==> config.mk <==
export PLATFORM = sky130hd
export DESIGN_NAME = instr_fetch_unit
export DESIGN_NICKNAME = d
export VERILOG_FILES = /design/src/rtl/instr_fetch_unit.sv
export SDC_FILE = /design/constraint.sdc
export NUM_CORES = 1
export LEC_CHECK = 0
export CAP_MARGIN = 5
export CORE_UTILIZATION = 54
export DETAILED_ROUTE_END_ITERATION = 10
export GPL_TIMING_DRIVEN = 0
export PLACE_DENSITY_LB_ADDON = 0.1
export SLEW_MARGIN = 0
export SYNTH_ARGS = -nofsm -noshare
export SYNTH_HDL_FRONTEND = slang
export SYNTH_SLANG_ARGS = --single-unit
==> constraint.sdc <==
create_clock -name clk -period 9 [get_ports clk]
set_input_delay 1.8 -clock clk [delete_from_list [all_inputs] [get_ports clk]]
set_output_delay 1.8 -clock clk [all_outputs]
set_load 0.005 [all_outputs]
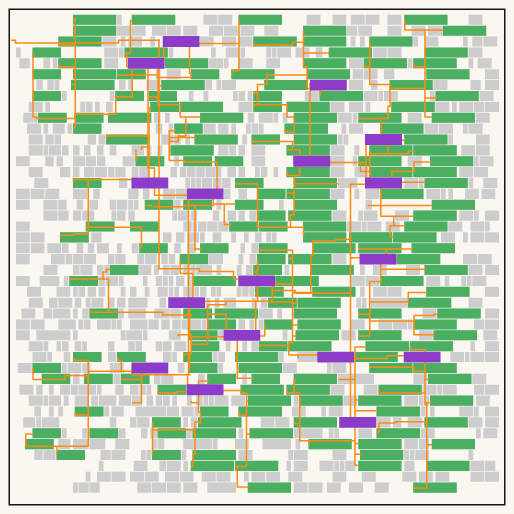
**Above:** run 1 (clock wires, drivers and flops).
Scale: 4 px per um.
[clock-net drivers] purple | count: 17
[clock wires] orange | length: 1970 um
[flip-flops] green | count: 191
routed clock nets: 18
flops lie: spread over the die
clk ins delay skew pair: 430 ps
Clock Power: 727 uW

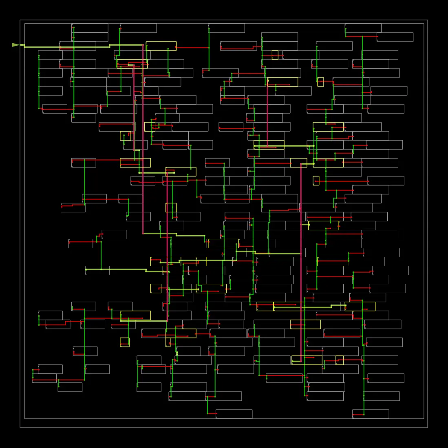
**Above:** run 1 (clock routing).
clock buf count: 22
flop count: 191

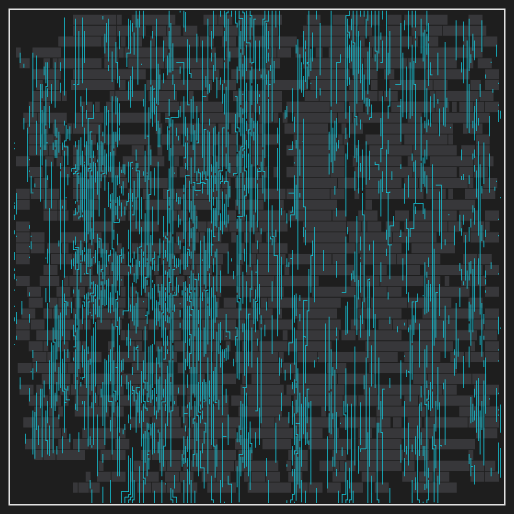
**Above:** run 1 (M2 wires).
Scale: 4 px per um.
wire length on this layer: 9370 um
longest straight run: 57.5 um
share of all routed wire: 50%
DRT Wirelength: 18730 um
via count: 5974
routing usage on met2: 42.84%

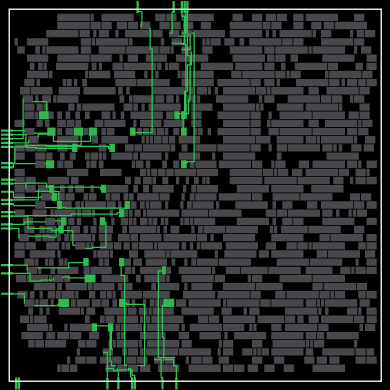
**Above:** run 1 (nets reached from selected ports).
Scale: 3 px per um.
| port | color | bits | direction | edge | end cells | buffers | wire |
|---|---|---|---|---|---|---|---|
| `redirect_pc` | green | 32 | input | 19 left, 8 bottom, 5 top | 30 | 30 | 902 um |
IO Port Bufs: 172
num ports: 180

==> results.py, run 1 <==
# Flow results
metrics = {
    "status": {
        "status": "complete, no violations",
    },
    "finish": {
        "fin_area_mm2": 0.01061,
        "comb_cells": 422,
        "mi_logic_area_mm2": 0.002565,
        "largestClassByArea": "sequential cells",
        "final-nonclk-buf-share_pct": 20.05,
        "fin_cells": 1074,
        "lay_top_count": "clkdlybuf4s50_1",
    },
    "floorplan": {
        "taps": 184,
        "die_h_um": 123.5,
    },
    "sta": {
        "setup_slack_ps": 4170,
        "rsz0062_at_grt": "no",
        "fin_crit_ps": 4830,
        "setup_viol": 0,
        "hold_viol_final": 0,
        "worst_pin_slew_ps": 1202,
        "whs_ps": 452.3,
        "max-slew-margin-rel_pct": 19.59,
    },
    "power_and_ir_drop": {
        "peakVddDrop_v": 0.0001256,
        "pwr-share-seq_pct": 53.4,
        "p_seq_uw": 963,
        "power_frac_clock_pct": 40.3,
    },
    "global_route": {
        "met3_usage_pct": 5.120,
        "grt_first_pass_wirelength_um": 28920,
        "grt_max_degree": 33,
        "grt_antenna_before_repair": 0,
        "global_route.usage.total_pct": 25.27,
        "grt_overflow_total": 0,
    },
    "worst_setup_path": {
        "critical_path_class": "input pin to output pin",
        "rr_worst_depth": 7,
        "worstPathMaxFanout": 10,
        "r2r_slack_ps": 6420,
    },
    "clock_tree": {
        "clock_path_buffers": 2,
        "clk_pin_slew_worst_paths_ps": 70,
        "root_buffer": "clkbuf_16",
        "hold_buffers": 0,
        "post_cts_resized": 0,
        "cts_sinks": 191,
    },
    "placed_design": {
        "dp.cells": 1042,
        "hpwl_um": 13300,
        "pre_cts_ws_ps": 4195,
        "place.gp.congestion": 0.8943,
        "dpl-instance-area_mm2": 0.01003,
    },
    "route": {
        "drc": 0,
        "wl_met3_um": 1249,
        "top_layer_used": "met4",
        "ant_nets": 0,
        "wire_per_inst_um": 17.44,
        "met2_length_um": 9365,
        "vias_per_cell": 5.562,
    },
    "logic_synthesis": {
        "syn_area_mm2": 0.007970,
        "top_cells_by_count": "124 x edfxtp_1, 78 x nor2_1, 74 x nand2_1",
        "syn_area_per_cell_um2": 11.74,
        "ys_area_mm2": 0.007970,
        "ys_cells": 679,
    },
    "job": {
        "tool_warnings": 30,
    },
}
==> run 1: cell families after synthesis <==
logic type               after synthesis  synth area share (%)
flip-flops                           191                 63.55
multiplexers                          63                 7.912
AND/OR/NAND/NOR                      235                 14.21
adder cells (fa/ha/maj)                5                0.7849
XOR/XNOR                              12                 1.319
AND-OR/OR-AND                        103                 7.583
other                                  1               0.04705
buffers and inverters                 69                 4.600
==> run 1: critical path, stage by stage <==
cell and delay (ps):
clkbuf_8 130, clkbuf_1 390, nand2_1 110, nor2_1 100, clkdlybuf4s50_1 500
**Run 1: placed cells, one color a class**

Scale: 3 px per um. Fill, decap, tap and diode cells in gray.
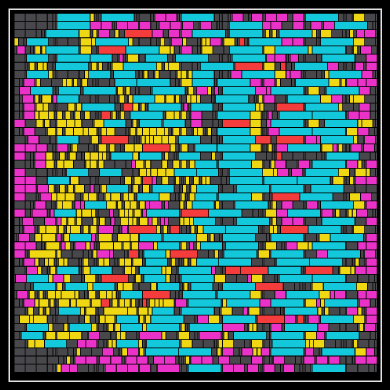

==> run 2: changes to the inputs <==
Settings changed: CORE_UTILIZATION 54 to 50.
Clock period 9 ns to 4.7 ns, I/O delays scaled along.
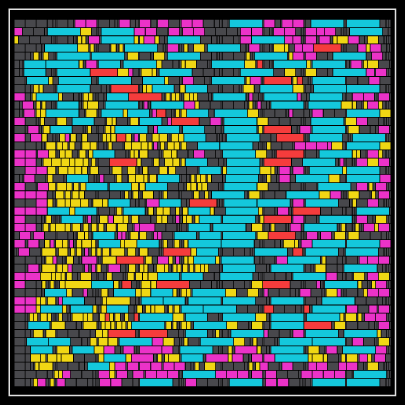
**Above:** run 2 (placed cells, one color a class).
Scale: 3 px per um. Fill, decap, tap and diode cells in gray.
| class | color | cells |
|---|---|---|
| clock drivers and dummy loads | red | 32 |
| remaining buffers and delay cells | magenta | 234 |
| remaining logic cells | yellow | 433 |
| registers | cyan | 191 |
Core Util, Final: 69.54%
Seq/total area: 47.38%
Cell Rows: 45
Final Cell Area: 0.01069 mm^2

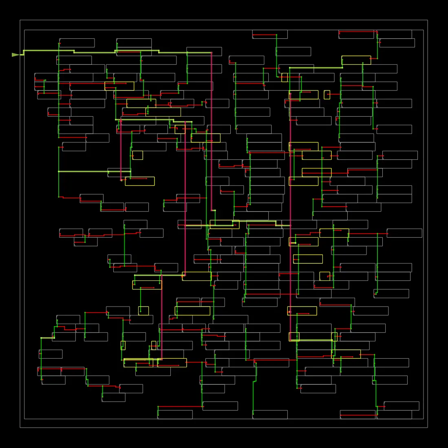
**Above:** run 2 (clock routing).
clk_skew: 11.33 ps
clock buf count: 21
clock sink count: 191
Clock Power: 1490 uW
TritonCTS Buffers: 17

==> run 2 against run 1 <==
Effect of this change:
- synthesized cell count did not move
- sequential power rose by 91%
- critical endpoint is now out_instr[3]
- clock power rose by 100%
- first-iteration DRC count rose by 12%
- routed wire length rose by 0.20%
- flip-flop count did not move
- critical path type is now register to output pin
- via count fell by 0.28%
==> results.py, run 2 <==
# Flow results
metrics = {
    "placed_design": {
        "io_buffers": 172,
        "dp.cells": 1069,
        "dpl-instance-area_mm2": 0.01006,
        "place.gp.congestion": 0.9214,
        "pre_cts_ws_ps": 1156,
        "hpwl_um": 13370,
    },
    "power_and_ir_drop": {
        "power_leader": "registers",
        "intPower_uw": 2808,
        "combPwrFrac_pct": 6.1,
        "pwr-share-seq_pct": 51.9,
        "p_seq_uw": 1840,
        "power_frac_clock_pct": 42.0,
        "peakVddDrop_v": 0.0002542,
    },
    "sta": {
        "setup_slack_ps": 823.1,
        "setup_viol": 0,
        "rsz0062_at_grt": "no",
        "whs_ps": 452.3,
        "worst_pin_slew_ps": 1269,
        "hold_viol_final": 0,
        "max-slew-margin-rel_pct": 15.08,
        "fin_crit_ps": 3877,
        "fin_crit_sh_pct": 82.49,
    },
    "logic_synthesis": {
        "topCellsByArea": "edfxtp_1 47%, dfxtp_1 17%, mux2i_1 7.9%",
        "syn_area_per_cell_um2": 11.74,
        "edf_count": 124,
        "top_cells_by_count": "124 x edfxtp_1, 78 x nor2_1, 74 x nand2_1",
        "ys_area_mm2": 0.007970,
        "ys_cells": 679,
        "synth.top_cell.area_share_pct": 46.72,
        "syn_area_mm2": 0.007970,
    },
    "clock_tree": {
        "clk_pin_slew_worst_paths_ps": 70,
        "clock_path_buffers": 2,
        "clk_latency_ps": 430,
        "hold_buffers": 0,
        "postCtsSetupBuffers": 0,
        "cts_tree": "yes",
        "post_cts_resized": 0,
        "root_buffer": "clkbuf_16",
    },
    "finish": {
        "final-nonclk-buf-share_pct": 19.90,
        "ff_count": 191,
        "comb_cells": 422,
        "mi_logic_area_mm2": 0.002565,
        "largestClassByArea": "sequential cells",
        "lay_top_count": "clkdlybuf4s50_1",
        "largest_register_ffs": 124,
        "fin_cells": 1101,
    },
    "worst_setup_path": {
        "r2r_slack_ps": 2030,
        "critPathSlowestCell": "nor2_1",
        "crit_family": "simple AND/OR/NAND/NOR gates",
        "cp.buffers_inverters": 3,
        "critPathMaxStageDelay_ps": 980,
        "rr_worst_depth": 7,
        "critical_path_class": "register to output pin",
        "worstPathMaxFanout": 10,
        "path_cells": "nor2_1, clkbuf_1, nor2_1, buf_4, clkdlybuf4s50_1",
        "crit_top_cell": "nor2_1",
        "cp.depth": 5,
    },
    "global_route": {
        "global_route.usage.total_pct": 23.34,
        "grt_first_pass_wirelength_um": 29040,
        "grt_max_degree": 33,
        "grt_overflow_total": 0,
        "met3_usage_pct": 3.965,
        "grt_antenna_before_repair": 0,
        "busiest_layer": "met2",
    },
    "floorplan": {
        "taps": 211,
        "die.size.x_um": 128.3,
        "io_pins": 180,
        "die_h_um": 128.3,
    },
    "route": {
        "wl_met3_um": 1376,
        "wire_per_inst_um": 17.05,
        "met2_length_um": 9160,
        "top_layer_used": "met4",
        "drc": 0,
        "ant_nets": 0,
        "vias_per_cell": 5.411,
    },
    "job": {
        "tool_warnings": 30,
    },
    "status": {
        "status": "complete, no violations",
    },
}
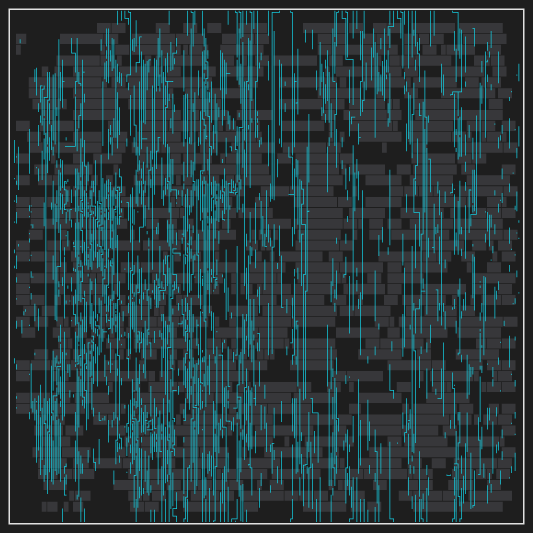
**Above:** run 2 (M2 wires).
Scale: 4 px per um.
main direction: vertical
wire length on this layer: 9160 um
nets with wire on the layer: 794
routing usage on met2: 39.81%
via count: 5957
DRT Wirelength: 18770 um

==> run 2: cell counts after synthesis <==
No cell type changed its count.
==> run 2: worst reg2reg max path: stages (launching register included) <==
cell     delay [ps]
dfxtp_1         360
nor2_1          980
inv_1           160
nand2_1         170
nor2_1           70
ha_1            340
or3_1           350
a21oi_1         170
==> run 2: cell families (layout without fill, tap and decap cells) <==
family / after synthesis / after routing / synth area share (%)
other cells: 1 / 4 / 0.04705
fa+ha+maj: 5 / 5 / 0.7849
xor+xnor: 12 / 12 / 1.319
mux: 63 / 63 / 7.912
compound gates: 103 / 103 / 7.583
flops: 191 / 191 / 63.55
simple gates: 235 / 235 / 14.21
buf+inv: 69 / 277 / 4.600
Power figures rest on the tool's default switching activity, not on a simulated workload.
